$ cat src/rtl/tlc_pkg.sv
// tlc_pkg: TLC5957 constants, shifter state encoding and LAT placement helper
package tlc_pkg;
  localparam int GS_WORD_BITS        = 48;
  localparam int TLC_GROUPS          = 16;
  localparam int TLC_BYTES_PER_GROUP = 6;
  localparam int TLC_WRTGS_BITS      = 1;
  localparam int TLC_LATGS_BITS      = 3;
  typedef enum logic [1:0] {IDLE, LOAD, SHIFT} state_t;
  // LAT is high for the last n bits of a word_bits-long GS word
  function automatic logic lat_on(input int idx, input int word_bits, input int n);
    return idx >= word_bits - n;
  endfunction
endpackage

$ cat src/rtl/sync_edge.sv
// sync_edge: 2-flop synchroniser followed by a registered rising-edge pulse
//   clk     in  destination clock
//   rst_n   in  asynchronous active-low reset
//   i_d     in  asynchronous level input
//   o_pulse out one-cycle pulse, 3 clk after the input rises
module sync_edge (
  input  logic clk,
  input  logic rst_n,
  input  logic i_d,
  output logic o_pulse
);
  logic r_s1, r_s2, r_s3, r_p;
  always_ff @(posedge clk or negedge rst_n) begin
    if (!rst_n) begin
      r_s1 <= 1'b0;
      r_s2 <= 1'b0;
      r_s3 <= 1'b0;
      r_p  <= 1'b0;
    end else begin
      r_s1 <= i_d;
      r_s2 <= r_s1;
      r_s3 <= r_s2;
      r_p  <= r_s2 & ~r_s3;
    end
  end
  assign o_pulse = r_p;
endmodule

$ cat src/rtl/tlc_line_shifter.sv
// tlc_line_shifter: serialises one line of GS bytes from the FIFO into the TLC5957 chain
//   sys_clk/global_rst_n   clock, async active-low reset (SCLK = sys_clk/2)
//   line_sync              asynchronous line-start level, >=2 sys_clk wide
//   fifo_rd/data/empty     FIFO read port, data valid the cycle after fifo_rd
//   tlc_sclk/sin/lat       TLC serial clock, data and latch/command line
//   busy/underrun/overrun  line in progress, sticky FIFO stall, sticky start-while-busy
import tlc_pkg::*;
module tlc_line_shifter #(
  parameter int GROUPS          = TLC_GROUPS,
  parameter int BYTES_PER_GROUP = TLC_BYTES_PER_GROUP,
  parameter int WRTGS_BITS      = TLC_WRTGS_BITS,
  parameter int LATGS_BITS      = TLC_LATGS_BITS
) (
  input  logic       sys_clk,
  input  logic       global_rst_n,
  input  logic       line_sync,
  output logic       fifo_rd,
  input  logic [7:0] fifo_data,
  input  logic       fifo_empty,
  output logic       tlc_sclk,
  output logic       tlc_sin,
  output logic       tlc_lat,
  output logic       busy,
  output logic       underrun,
  output logic       overrun
);
  localparam int BW = BYTES_PER_GROUP > 1 ? $clog2(BYTES_PER_GROUP) : 1;
  localparam int GW = GROUPS > 1 ? $clog2(GROUPS) : 1;
  localparam int WB = BYTES_PER_GROUP * 8;
  state_t         r_state;
  logic           r_ph, r_rd, r_rd_q, r_hold_v;
  logic           r_sclk, r_sin, r_lat, r_busy, r_underrun, r_overrun;
  logic [2:0]     r_bit;
  logic [BW-1:0]  r_byte;
  logic [GW-1:0]  r_grp;
  logic [7:0]     r_sr, r_hold;
  logic           w_start, w_byte_end, w_last_byte, w_last_grp, w_line_end, w_pf, w_ld_issue;
  logic           w_lat_bit, w_lat_byte, w_lat_load;
  logic [BW-1:0]  w_nbyte;
  logic [GW-1:0]  w_ngrp;
  logic [7:0]     w_next;
  sync_edge u_sync (.clk(sys_clk), .rst_n(global_rst_n), .i_d(line_sync), .o_pulse(w_start));
  assign w_byte_end  = r_state == SHIFT && r_ph && r_bit == 3'd7;
  assign w_last_byte = r_byte == BW'(BYTES_PER_GROUP - 1);
  assign w_last_grp  = r_grp == GW'(GROUPS - 1);
  assign w_line_end  = w_byte_end && w_last_byte && w_last_grp;
  assign w_nbyte     = w_last_byte ? '0 : r_byte + 1'b1;
  assign w_ngrp      = w_last_byte ? r_grp + 1'b1 : r_grp;
  assign w_next      = r_hold_v ? r_hold : fifo_data;
  assign w_lat_bit   = lat_on(int'(r_byte) * 8 + int'(r_bit) + 1, WB, w_last_grp ? LATGS_BITS : WRTGS_BITS);
  assign w_lat_byte  = lat_on(int'(w_nbyte) * 8, WB, w_ngrp == GW'(GROUPS - 1) ? LATGS_BITS : WRTGS_BITS);
  assign w_lat_load  = lat_on(int'(r_byte) * 8, WB, w_last_grp ? LATGS_BITS : WRTGS_BITS);
  // one read in flight at a time; no prefetch beyond the last byte of the line
  assign w_pf        = r_state == SHIFT && r_bit >= 3'd5 && !r_hold_v && !r_rd && !r_rd_q && !fifo_empty &&
                       !(w_last_byte && w_last_grp);
  assign w_ld_issue  = r_state == LOAD && !r_rd && !r_rd_q && !fifo_empty;
  always_ff @(posedge sys_clk or negedge global_rst_n) begin
    if (!global_rst_n) begin
      r_state    <= IDLE;
      r_ph       <= 1'b0;
      r_rd       <= 1'b0;
      r_rd_q     <= 1'b0;
      r_hold_v   <= 1'b0;
      r_hold     <= '0;
      r_sr       <= '0;
      r_bit      <= '0;
      r_byte     <= '0;
      r_grp      <= '0;
      r_sclk     <= 1'b0;
      r_sin      <= 1'b0;
      r_lat      <= 1'b0;
      r_busy     <= 1'b0;
      r_underrun <= 1'b0;
      r_overrun  <= 1'b0;
    end else begin
      r_rd   <= w_pf || w_ld_issue;
      r_rd_q <= r_rd;
      if (w_start && r_state != IDLE && !w_line_end) r_overrun <= 1'b1;
      case (r_state)
        IDLE: if (w_start) begin
          r_state  <= LOAD;
          r_busy   <= 1'b1;
          r_bit    <= '0;
          r_byte   <= '0;
          r_grp    <= '0;
          r_hold_v <= 1'b0;
        end
        LOAD: if (r_rd_q) begin
          r_sr    <= fifo_data;
          r_sin   <= fifo_data[7];
          r_lat   <= w_lat_load;
          r_ph    <= 1'b0;
          r_state <= SHIFT;
        end else if (fifo_empty && !r_rd) r_underrun <= 1'b1;
        SHIFT: begin
          if (r_rd_q && !w_byte_end) begin
            r_hold   <= fifo_data;
            r_hold_v <= 1'b1;
          end
          r_ph   <= ~r_ph;
          r_sclk <= ~r_ph;
          if (r_ph) begin
            if (r_bit != 3'd7) begin
              r_bit <= r_bit + 1'b1;
              r_sr  <= r_sr << 1;
              r_sin <= r_sr[6];
              r_lat <= w_lat_bit;
            end else if (w_line_end) begin
              r_sin    <= 1'b0;
              r_lat    <= 1'b0;
              r_bit    <= '0;
              r_byte   <= '0;
              r_grp    <= '0;
              r_hold_v <= 1'b0;
              r_state  <= w_start ? LOAD : IDLE;
              r_busy   <= w_start;
            end else begin
              r_bit  <= '0;
              r_byte <= w_nbyte;
              r_grp  <= w_ngrp;
              if (r_hold_v || r_rd_q) begin
                r_sr     <= w_next;
                r_sin    <= w_next[7];
                r_lat    <= w_lat_byte;
                r_hold_v <= 1'b0;
              end else begin
                r_state    <= LOAD;
                r_lat      <= 1'b0;
                r_underrun <= 1'b1;
              end
            end
          end
        end
        default: r_state <= IDLE;
      endcase
    end
  end
  assign fifo_rd  = r_rd;
  assign tlc_sclk = r_sclk;
  assign tlc_sin  = r_sin;
  assign tlc_lat  = r_lat;
  assign busy     = r_busy;
  assign underrun = r_underrun;
  assign overrun  = r_overrun;
endmodule

$ cat config.mk
export PLATFORM = sky130hd
export DESIGN_NAME = tlc_line_shifter
export DESIGN_NICKNAME = d
export VERILOG_FILES = /design/src/rtl/tlc_pkg.sv /design/src/rtl/sync_edge.sv /design/src/rtl/tlc_line_shifter.sv
export SDC_FILE = /design/constraint.sdc
export NUM_CORES = 1
export LEC_CHECK = 0
export CAP_MARGIN = 20
export CORE_ASPECT_RATIO = 0.6
export CORE_MARGIN = 10
export CORE_UTILIZATION = 40
export CTS_CLUSTER_DIAMETER = 60
export DETAILED_ROUTE_END_ITERATION = 8
export PLACE_DENSITY = 0.62
export SLEW_MARGIN = 40
export SYNTH_ARGS = -nofsm -noshare
export SYNTH_HDL_FRONTEND = slang
export SYNTH_SLANG_ARGS = --single-unit
$ cat constraint.sdc
create_clock -name sys_clk -period 2.5 [get_ports sys_clk]
set_clock_uncertainty 0.15 [all_clocks]
set_input_delay 0.375 -clock sys_clk [delete_from_list [all_inputs] [get_ports sys_clk]]
set_output_delay 0.375 -clock sys_clk [all_outputs]
set_load 0.05 [all_outputs]
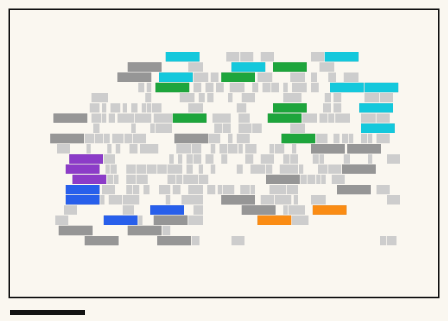
(run_1/flops_by_reg.png)
Scale bar: 20 microns. Other sequential cells in the stronger gray, the rest of the logic in the fainter gray.
[purple] `r_byte` | placed flops: 3
[green] `r_sr` | placed flops: 7
[cyan] `r_hold` | placed flops: 8
[blue] `r_grp` | placed flops: 4
[orange] `r_state` | placed flops: 2

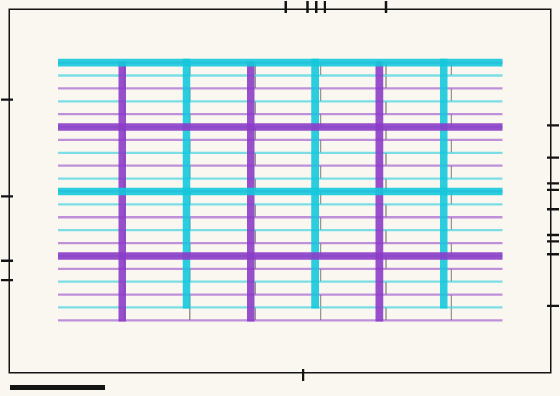
(run_1/power_grid.png)
Scale bar: 20 microns. Pins as bars on the die edge. Tap cells in gray.
[cyan] VDD
[purple] VSS
rows: 20
met1 rails: 21
met4 straps: 6
tap cells: 66

==> run summary, run 1 <==
Outcome = finished, violations left
Failing checks = negative hold slack
RSZ-0062 raised after global routing = true
CP peak stage delay = 0.43 ns
Layout Cells excl Fill = 296
Vias per cell = 5.50
Worst path arrival time = 2.38 ns
Slew headroom = 60.5%
Share of cells above drive strength 1 = 20.0%
Synthesis-to-finish area growth = 18.6%
Setup WS pre-CTS = 0.150 ns
Critical path launch point type = flip-flop
Grt ovf = 0
CTS tree = built
Post-synth EDFFs = 0
Post-DP Area = 0.00242 sq mm
Final tally of hold violations = 12
Last element of the critical path = r_sr[2]
Placer congestion estimate = 0.857
Worst R2R Setup Slack = 0.15 ns
Xor/xnor share = 0.826%
Drt total wl = 4.71 mm
Logic share of the area = 41.3%
Period minus WS final = 2.35 ns
Non-clk buf share = 9.66%
Worst r2r src = r_bit[0]
Avg WL per Cell = 15.9 microns
Mean Syn Cell Area = 10.5 sq um
Initial antenna violation count = 0
Gate count of the mapped netlist = 202
MaxCap Viol Count = 0
Synth top cells by count = dfrtp_1 (41), mux2_2 (19), nand2_1 (14), nor2_1 (12), o22ai_1 (12)
Combinational Power Share = 46.9%
Vias in the first global route = 1558
Top cells, area = dfrtp_1 (48%), mux2_2 (10%), ha_1 (5.3%), o22ai_1 (3.5%), nand2_1 (2.5%)
Buffers & Inverters on Critical Path = 1
Sw frac = 39.1%
Reg clk slew, reported paths = 0.08 ns
CTS Buf Count = 5
Crit-path max FO = 12
Dominant logic cell types in the final layout = dfrtp_1 (41), mux2_2 (19), clkdlybuf4s50_1 (17)
Async S/R FF share, synth = 100%
HPWL after DPL = 3.58 mm
Measured slew at the worst slew-check pin = 0.586 ns
Switch Pwr = 1.06 mW
OpenROAD warnings = 31
Via count = 1628
Layout clock area frac = 3.29%
Chip width = 114 microns
Final instance area = 0.00251 sq mm
Cts hold-fix bufs = 0
Register area = 0.00103 sq mm
Largest net degree at the start of global routing = 42
Overall power = 2.70 mW
Comb. cell area = 0.00104 sq mm
FF-to-FF path depth = 6
Dominant flop cell = dfrtp_1
Clock Power Share = 15.2%
DR DRC count = 0
DR pass1 iterations = 4
Detailed Route Iter0 Violations = 92
Post-Syn Area = 0.00212 sq mm
Non-clk invs = 11
Num Clock Sinks = 41
Final setup fails = 0
Min Hold Slack = -0.00539 ns
CP dominant cell by count = ha_1
Synth top cell by count = dfrtp_1
Fmax = 0.425 GHz
Antenna cells = 0
Final nets = 250
Yosys Chip Area = 0.00212 sq mm
CTS max path bufs = 2
Die ar. = 0.00871 sq mm
AND/OR/NAND/NOR Cells, Area Fraction = 13.3%
Area leader, netlist = dfrtp_1
Leak Pwr = 1.08 nW
Hold Crit Class = primary input to async pin
FA/HA/MAJ Cells, Area Fraction = 5.31%
Sequential Power Share = 37.9%
Number of clock buffers in the layout = 6
AND-OR/OR-AND Cells, Area Fraction = 17.8%
Critical Path, Cell by Cell = ha_1 -> ha_1 -> buf_4 -> and2_1 -> a21oi_2 -> mux2_2
CP Capture Type = flip-flop
Cycle use final = 94.2%
Post-CTS setup buffer count = 0
Internal power = 1.64 mW
Sequential fraction of the synthesis area = 48.4%
Peak VDD IR = 0.351 mV
Rows = 20
Crit Path Category = flip-flop to flip-flop
Setup_tns = 0 ns
Clk_lat worst skew = 0.28 ns
Synth cell types = 40
Die Span Y = 76.4 microns
Post-synth top area share = 48.4%
Synth logic family = AND-OR/OR-AND gates
R2R Path End = r_sr[2]
PortBufs = 18
Root Buffer = clkbuf_8
Yosys reg bits = 41
GRT Total Usage = 11.0%
Cell family with most CP delay = adder cells
First-pass GRT wire length = 7.92 mm
Crit path depth = 6
Worst Setup SP = r_bit[0]
Mi-comb count = 143
MUX area fraction = 11.0%
Htree depth = 2
P per Cell Area = 1080 mW/mm^2
Routed Antenna Nets = 0
Max-area cell class = combinational gates
Dpl cells = 288
Ports = 19
Final worst slack = 0.145 ns
Yosys stat cell total = 202
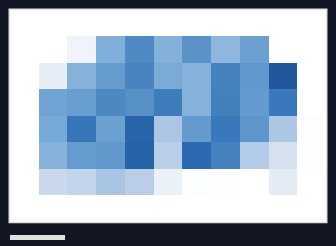
(run_1/cell_density.png)
Scale bar: 20 microns. 11 x 8 tiles, from white (low) to dark blue (high), 0 to 100% covered.
mean over tiles: 28%
fullest tile: 84%
densest ninth of the die: center
emptiest ninth of the die: south-east
nearly empty tiles: 44%
core outline area: 0.00510 sq mm
final core utilization: 49.2%
fp_density: 41.5%

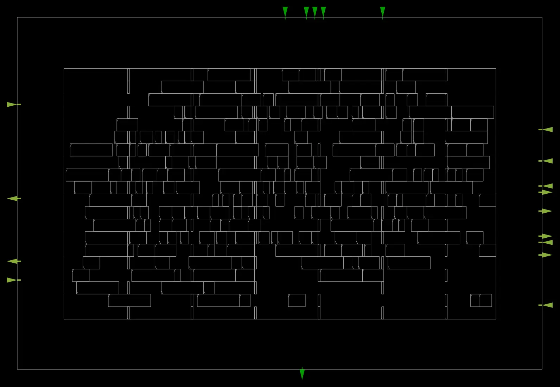
(run_1/placement.png)
flip-flops: 41
Tapcells: 66
Fill cells: 493
fraction of area in registers: 40.8%

run 1: per-layer routing:
| metal | up-vias | track usage, % | share of wire, % |
|---|---|---|---|
| li1 | 797 | - | - |
| met4 | 0 | 2.24 | 0.19 |
| met2 | 34 | 13.5 | 37 |
| met3 | 2 | 3.46 | 6.9 |
| met1 | 795 | 17.5 | 56 |
| met5 | - | 0 | 0 |
run 1: power by group through the flow:
stage	registers (mW)	logic, mW	clock network, mW
global placement	1.03	1.23	0
detailed placement	1.03	1.25	0
finish	1.02	1.27	0.410
floorplan	1.08	0.827	0
CTS	1.02	1.26	0.429
global route	1.06	1.40	0.448
run 1: flip-flops by register name, summed over array words and instances, names as in the netlist, 2 cells and up:
register  count
r_byte        3
r_grp         4
r_state       2
r_hold        8
r_bit         3
r_sr          7
==> run_1/io_fan.png <==
Scale bar: 20 microns.
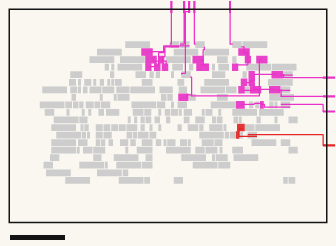

==> inputs of run 2 (changes only) <==
--- a/config.mk
+++ b/config.mk
@@ -11,7 +11,7 @@
 export CORE_UTILIZATION = 40
 export CTS_CLUSTER_DIAMETER = 60
 export DETAILED_ROUTE_END_ITERATION = 8
-export PLACE_DENSITY = 0.62
+export PLACE_DENSITY = 0.71
 export SLEW_MARGIN = 40
 export SYNTH_ARGS = -nofsm -noshare
 export SYNTH_HDL_FRONTEND = slang
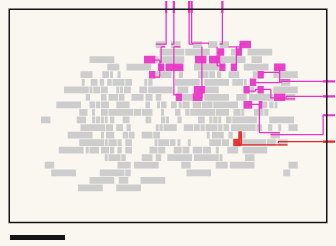
(run_2/io_fan.png)
Scale bar: 20 microns.
[red] `fifo_empty` | direction: input | end cells: 2 | wire: 39.2 microns
[magenta] `fifo_data` | direction: input | end cells: 23 | wire: 288 microns
PortBufs: 18
Ports: 19

==> run 2 against run 1 <==
The flow now finishes without violations. Design area grew 0.35%. Count of clock-buffer cells in the layout shrank 1. Sequential cell count is the same. Synthesized area is the same. Sequential power is essentially flat. Non-clock buffer count grew 2. Synthesized cell count is the same. Largest cell class is now flip-flops and latches. Highest routed layer unchanged.
==> run summary, run 2 <==
Outcome = complete, no violations
Setup WS pre-CTS = 0.191 ns (+0.0412 ns)
Slew headroom = 65.3% (+4.8 points)
Measured slew at the worst slew-check pin = 0.518 ns (-0.0682 ns)
Async S/R FF share, synth = 100% (unchanged)
Min Hold Slack = 0.210 ns (+0.216 ns)
Comb. cell area = 0.00102 sq mm (-1.4%)
Detailed Route Iter0 Violations = 78 (-15%)
Post-DP Area = 0.00243 sq mm (+0.41%)
Seq power = 1.03 mW (about the same)
Fmax = 0.427 GHz (+0.66%)
Layout Cells excl Fill = 298 (+0.68%)
Top cells, area = dfrtp_1 (48%), mux2_2 (10%), ha_1 (5.3%), o22ai_1 (3.5%), nand2_1 (2.5%)
Share of cells above drive strength 1 = 19.8% (-0.17 points)
Post-Syn Area = 0.00212 sq mm (unchanged)
Switch Pwr = 1.08 mW (+2.3%)
Sequential fraction of the synthesis area = 48.4% (unchanged)
DR pass1 iterations = 4 (unchanged)
FA/HA/MAJ Cells, Area Fraction = 5.31% (unchanged)
Final core utilization = 49.4% (+0.17 points)
Rows = 20 (unchanged)
WL met3 = 282 microns (-13%)
Clock Power Share = 15.8% (+0.6 points)
Cycle use final = 93.6% (-0.62 points)
GR peak layer = met1
First-pass GRT wire length = 8.38 mm (+5.8%)
Via count = 1634 (+0.37%)
Chip width = 114 microns (unchanged)
Final worst slack = 0.161 ns (+0.0156 ns)
Crit-path max FO = 5 (-7)
Num Clock Sinks = 41 (unchanged)
Core outline area = 0.00510 sq mm (unchanged)
Crit Path Category = flip-flop to flip-flop
Htree depth = 2 (unchanged)
Synthesis-to-finish area growth = 19.0%
Clk_lat worst skew = 0.30 ns (+0.02 ns)
Critical Path, Cell by Cell = inv_1 -> ha_1 -> nand3_1 -> or3_1 -> a21oi_2 -> mux2_2
Pwr top = combinational cells
M3 GR Usage = 3.54% (+0.079 points)
Placer congestion estimate = 0.889 (+3.7%)
Register area = 0.00103 sq mm (unchanged)
Root Buffer = clkbuf_8
AND/OR/NAND/NOR Cells, Area Fraction = 13.3% (unchanged)
Synth top cells by count = dfrtp_1 (41), mux2_2 (19), nand2_1 (14), nor2_1 (12), o22ai_1 (12)
Reg clk slew, reported paths = 0.08 ns (about the same)
GRT Total Usage = 11.7% (+0.67 points)
Internal power = 1.66 mW (+0.66%)
Yosys Chip Area = 0.00212 sq mm (unchanged)
P per Cell Area = 1090 mW/mm^2 (+0.94%)
Sequential Power Share = 37.7% (-0.2 points)
Cell family with most CP delay = simple AND/OR/NAND/NOR gates
Xor/xnor share = 0.826% (unchanged)
Period minus WS final = 2.34 ns (-0.0156 ns)
DR DRC count = 0 (unchanged)
Die Span Y = 76.4 microns (unchanged)
Fp_density = 41.5% (unchanged)
Worst Setup SP = r_state[0]
Cts hold-fix bufs = 1 (+1)
Die ar. = 0.00871 sq mm (unchanged)
Yosys stat cell total = 202 (unchanged)
Final instance area = 0.00252 sq mm (+0.35%)
CTS Buf Count = 5 (unchanged)
Mean Syn Cell Area = 10.5 sq um (unchanged)
CP Capture Type = flip-flop
Peak VDD IR = 0.389 mV (+11%)
Synth cell types = 40 (unchanged)
Setup_tns = 0 ns (unchanged)
Final setup fails = 0 (unchanged)
R2R Path End = busy
Overall power = 2.74 mW (+1.3%)
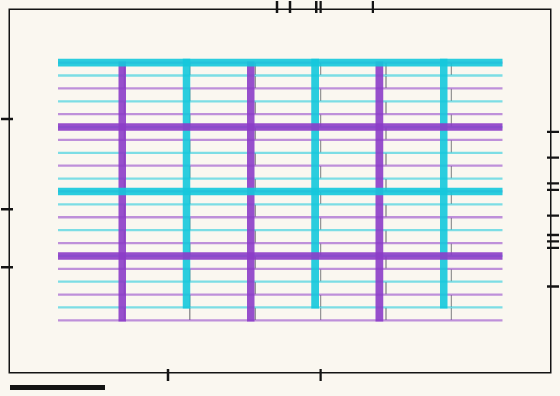
(run_2/power_grid.png)
Scale bar: 20 microns. Pins as bars on the die edge. Tap cells in gray.
[purple] VSS
[cyan] VDD
met4 straps: 6
met1 rails: 21
tap cells: 66

run 2: cell types whose count changed in the layout (fill, tap and decap cells not counted), sizes merged:
| cell | before | now |
|---|---|---|
| buf | 10 | 11 |
| clkbuf | 6 | 5 |
| clkinvlp | 0 | 1 |
| dlygate4sd3 | 0 | 1 |
run 2: area by class of cell:
class	instances	share of cell area, %
Tap cell	66	3.27
Clock inverter	3	0.694
Clock buffer	5	2.73
Multi-Input combinational cell	143	40.6
Timing Repair Buffer	29	10.4
Inverter	11	1.64
Sequential cell	41	40.7
run 2: worst reg2reg max path: stages, from the launching register on:
cell,delay (ns)
dfrtp_1,0.41
inv_1,0.11
ha_1,0.30
nand3_1,0.17
or3_1,0.44
a21oi_2,0.29
mux2_2,0.37
==> run_2/cell_density.png <==
Scale bar: 20 microns. 11 x 8 tiles, from white (low) to dark blue (high), 0 to 100% covered.
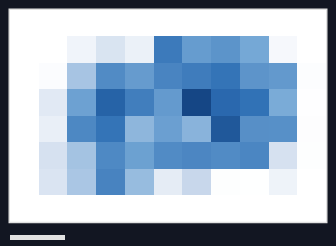

==> inputs of run 3 (changes only) <==
--- a/config.mk
+++ b/config.mk
@@ -7,7 +7,6 @@
 export LEC_CHECK = 0
 export CAP_MARGIN = 20
 export CORE_ASPECT_RATIO = 0.6
-export CORE_MARGIN = 10
 export CORE_UTILIZATION = 40
 export CTS_CLUSTER_DIAMETER = 60
 export DETAILED_ROUTE_END_ITERATION = 8
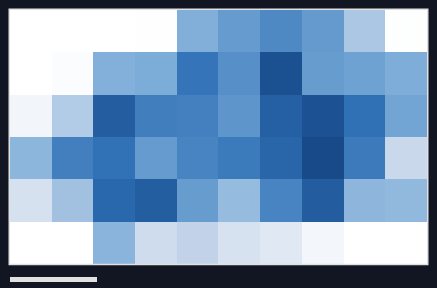
(run_3/cell_density.png)
Scale bar: 20 microns. 10 x 6 tiles, from white (low) to dark blue (high), 0 to 100% covered.
mean over tiles: 44%
fullest tile: 89%
nearly empty tiles: 18%
fp_density: 41.7%
core outline area: 0.00508 sq mm
final core utilization: 50.4%

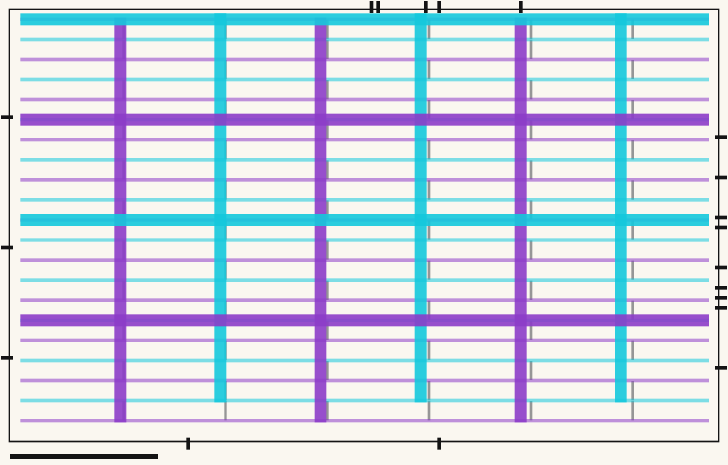
(run_3/power_grid.png)
Scale bar: 20 microns. Pins as bars on the die edge. Tap cells in gray.
[cyan] VDD
[purple] VSS
rows: 20
met4 straps: 6
signal pins: 19
met1 rails: 21
tap cells: 66
Die Span Y: 58.4 microns
chip width: 96.0 microns
Peak VDD IR: 0.388 mV

==> run 3 against run 2 <==
Worst setup slack lost 0.048 ns. Critical endpoint is now r_sr[5]. Critical path type unchanged. Design area increased by 1.6%. Wire length is 5.0% lower. Sequential cell count unchanged.
==> run summary, run 3 <==
Outcome = complete, no violations
CP peak stage delay = 0.43 ns
Slew headroom = 66.2% (+0.85 points)
Setup_tns = 0 ns (unchanged)
Mi-comb count = 143 (unchanged)
Rows = 20 (unchanged)
Reg clk slew, reported paths = 0.08 ns (about the same)
Hold Crit Class = flip-flop to flip-flop
WL met3 = 404 microns (+43%)
Period minus WS final = 2.39 ns (+0.0484 ns)
R2R Path End = r_sr[5]
Yosys reg bits = 41
MaxCap Viol Count = 0
Synth cell types = 40 (unchanged)
DR DRC count = 0 (unchanged)
Non-clk invs = 11 (unchanged)
Final instance area = 0.00256 sq mm (+1.6%)
Detailed Route Iter0 Violations = 150 (+92%)
Layout clock area frac = 4.39% (+0.97 points)
Last element of the critical path = r_sr[5]
Flip-flops = 41 (unchanged)
Xor/xnor share = 0.826% (unchanged)
Largest register FFs = 8
Max-area cell class = combinational gates
First-pass GRT wire length = 7.47 mm (-11%)
HPWL after DPL = 3.30 mm
Dominant flop cell = dfrtp_1
Met2 global-route usage = 22.8%
FA/HA/MAJ Cells, Area Fraction = 5.31% (unchanged)
Num Clock Sinks = 41 (unchanged)
Post-synth top area share = 48.4%
PortBufs = 18 (unchanged)
Measured slew at the worst slew-check pin = 0.505 ns (-0.0126 ns)
Non-clk bufs = 29 (unchanged)
WHS Endpoint = u_sync.r_s2
Crit-path max FO = 11 (+6)
Gate count of the mapped netlist = 202
Critical path launch point type = flip-flop
Final tally of hold violations = 0
Logic share of the area = 40.4% (-0.15 points)
Cycle use final = 95.5% (+1.9 points)
OpenROAD warnings = 30
Post-synth EDFFs = 0
Yosys stat cell total = 202 (unchanged)
CTS Buf Count = 5 (unchanged)
Fmax = 0.419 GHz (-2.0%)
Post-DP Area = 0.00242 sq mm (-0.10%)
CP dominant cell by count = ha_1
Drt total wl = 4.57 mm
Worst path arrival time = 2.41 ns
Placer congestion estimate = 0.860 (-3.2%)
Fill cells = 466
FF-to-FF path depth = 6
DR pass1 iterations = 5 (+1)
Dominant logic cell types in the final layout = dfrtp_1 (41), mux2_2 (19), clkdlybuf4s50_1 (17)
Die ar. = 0.00560 sq mm (-36%)
Hold_sp = u_sync.r_s1
Vias per cell = 5.62
P per Cell Area = 1110 mW/mm^2 (+2.3%)
Register area = 0.00103 sq mm (unchanged)
Async S/R FF share, synth = 100% (unchanged)
Clk_lat worst skew = 0.30 ns (about the same)
Final nets = 252
Synth top cells by count = dfrtp_1 (41), mux2_2 (19), nand2_1 (14), nor2_1 (12), o22ai_1 (12)
Fraction of area in registers = 40.0% (-0.64 points)
Synth top cell by count = dfrtp_1
AND/OR/NAND/NOR Cells, Area Fraction = 13.3% (unchanged)
Setup WS pre-CTS = 0.111 ns (-0.0801 ns)
Crit Path Category = flip-flop to flip-flop
Worst Setup SP = r_bit[0]
Top cells, area = dfrtp_1 (48%), mux2_2 (10%), ha_1 (5.3%), o22ai_1 (3.5%), nand2_1 (2.5%)
WHS Path Cells = 0
Overall power = 2.85 mW (+4.0%)
Dpl cells = 289
Final worst slack = 0.112 ns (-0.0484 ns)
Largest net degree at the start of global routing = 19
Share of cells above drive strength 1 = 20.3% (+0.43 points)
CTS tree = built
Sequential fraction of the synthesis area = 48.4% (unchanged)
Synth warn = 0
Ports = 19 (unchanged)
CP required = 2.52 ns
Worst r2r src = r_bit[0]
Routed metal-1 wirelength = 2.40 mm
Worst R2R Setup Slack = 0.11 ns
Via count = 1676 (+2.6%)
Number of clock buffers in the layout = 5 (unchanged)
Synth logic family = AND-OR/OR-AND gates
CP Capture Type = flip-flop
Vias in the first global route = 1496
CTS max path bufs = 2
Biggest regs = r_hold (8), r_sr (7), r_grp (4)
Floorplan Nets = 223
Synthesis-to-finish area growth = 20.9%
GRT Total Usage = 17.9% (+6.2 points)
RSZ-0062 raised after global routing = false
Layout Cells excl Fill = 298 (unchanged)
Comb. cell area = 0.00104 sq mm (+1.2%)
Critical Path, Cell by Cell = ha_1 -> ha_1 -> buf_4 -> and2_1 -> a21oi_2 -> mux2_2
Final setup fails = 0 (unchanged)
Tapcells = 66 (unchanged)
M3 GR Usage = 4.78% (+1.2 points)
Antenna cells = 0
AND-OR/OR-AND Cells, Area Fraction = 17.8%
Grt ovf = 0
Min Hold Slack = 0.202 ns (-0.00808 ns)
Avg WL per Cell = 15.3 microns
Non-clk buf share = 10.3% (-0.11 points)
Leak Pwr = 1.10 nW
Routing usage on met1 = 29.4%
Yosys Chip Area = 0.00212 sq mm (unchanged)
Biggest register = r_hold
GR peak layer = met1
Htree depth = 2 (unchanged)
Root Buffer = clkbuf_8
Post-Syn Area = 0.00212 sq mm (unchanged)
Mean Syn Cell Area = 10.5 sq um (unchanged)
[run 3: cell counts after synthesis]
No cell type changed its count.
[run 3: timing repair]
item,CTS,global route
hold buffers,1,0
hold endpoints to repair,6,0
setup endpoints to repair,0,2
buffers inserted,0,0
gates resized,0,3
[run 3: critical path: cells and delay by family (launching register included)]
kind / cells / cell delay [ns]
adder cells (fa/ha/maj): 2 / 0.50
flip-flops: 1 / 0.43
AND/OR/NAND/NOR: 1 / 0.20
multiplexers: 1 / 0.39
AND-OR/OR-AND: 1 / 0.41
buffers and inverters: 1 / 0.19
[run 3: where the power goes]
part,internal [mW],total [mW],switching (mW)
logic,0.576,1.26,0.688
clock network,0.299,0.546,0.247
registers,0.871,1.04,0.165
Power is estimated from default activity; no workload was simulated.
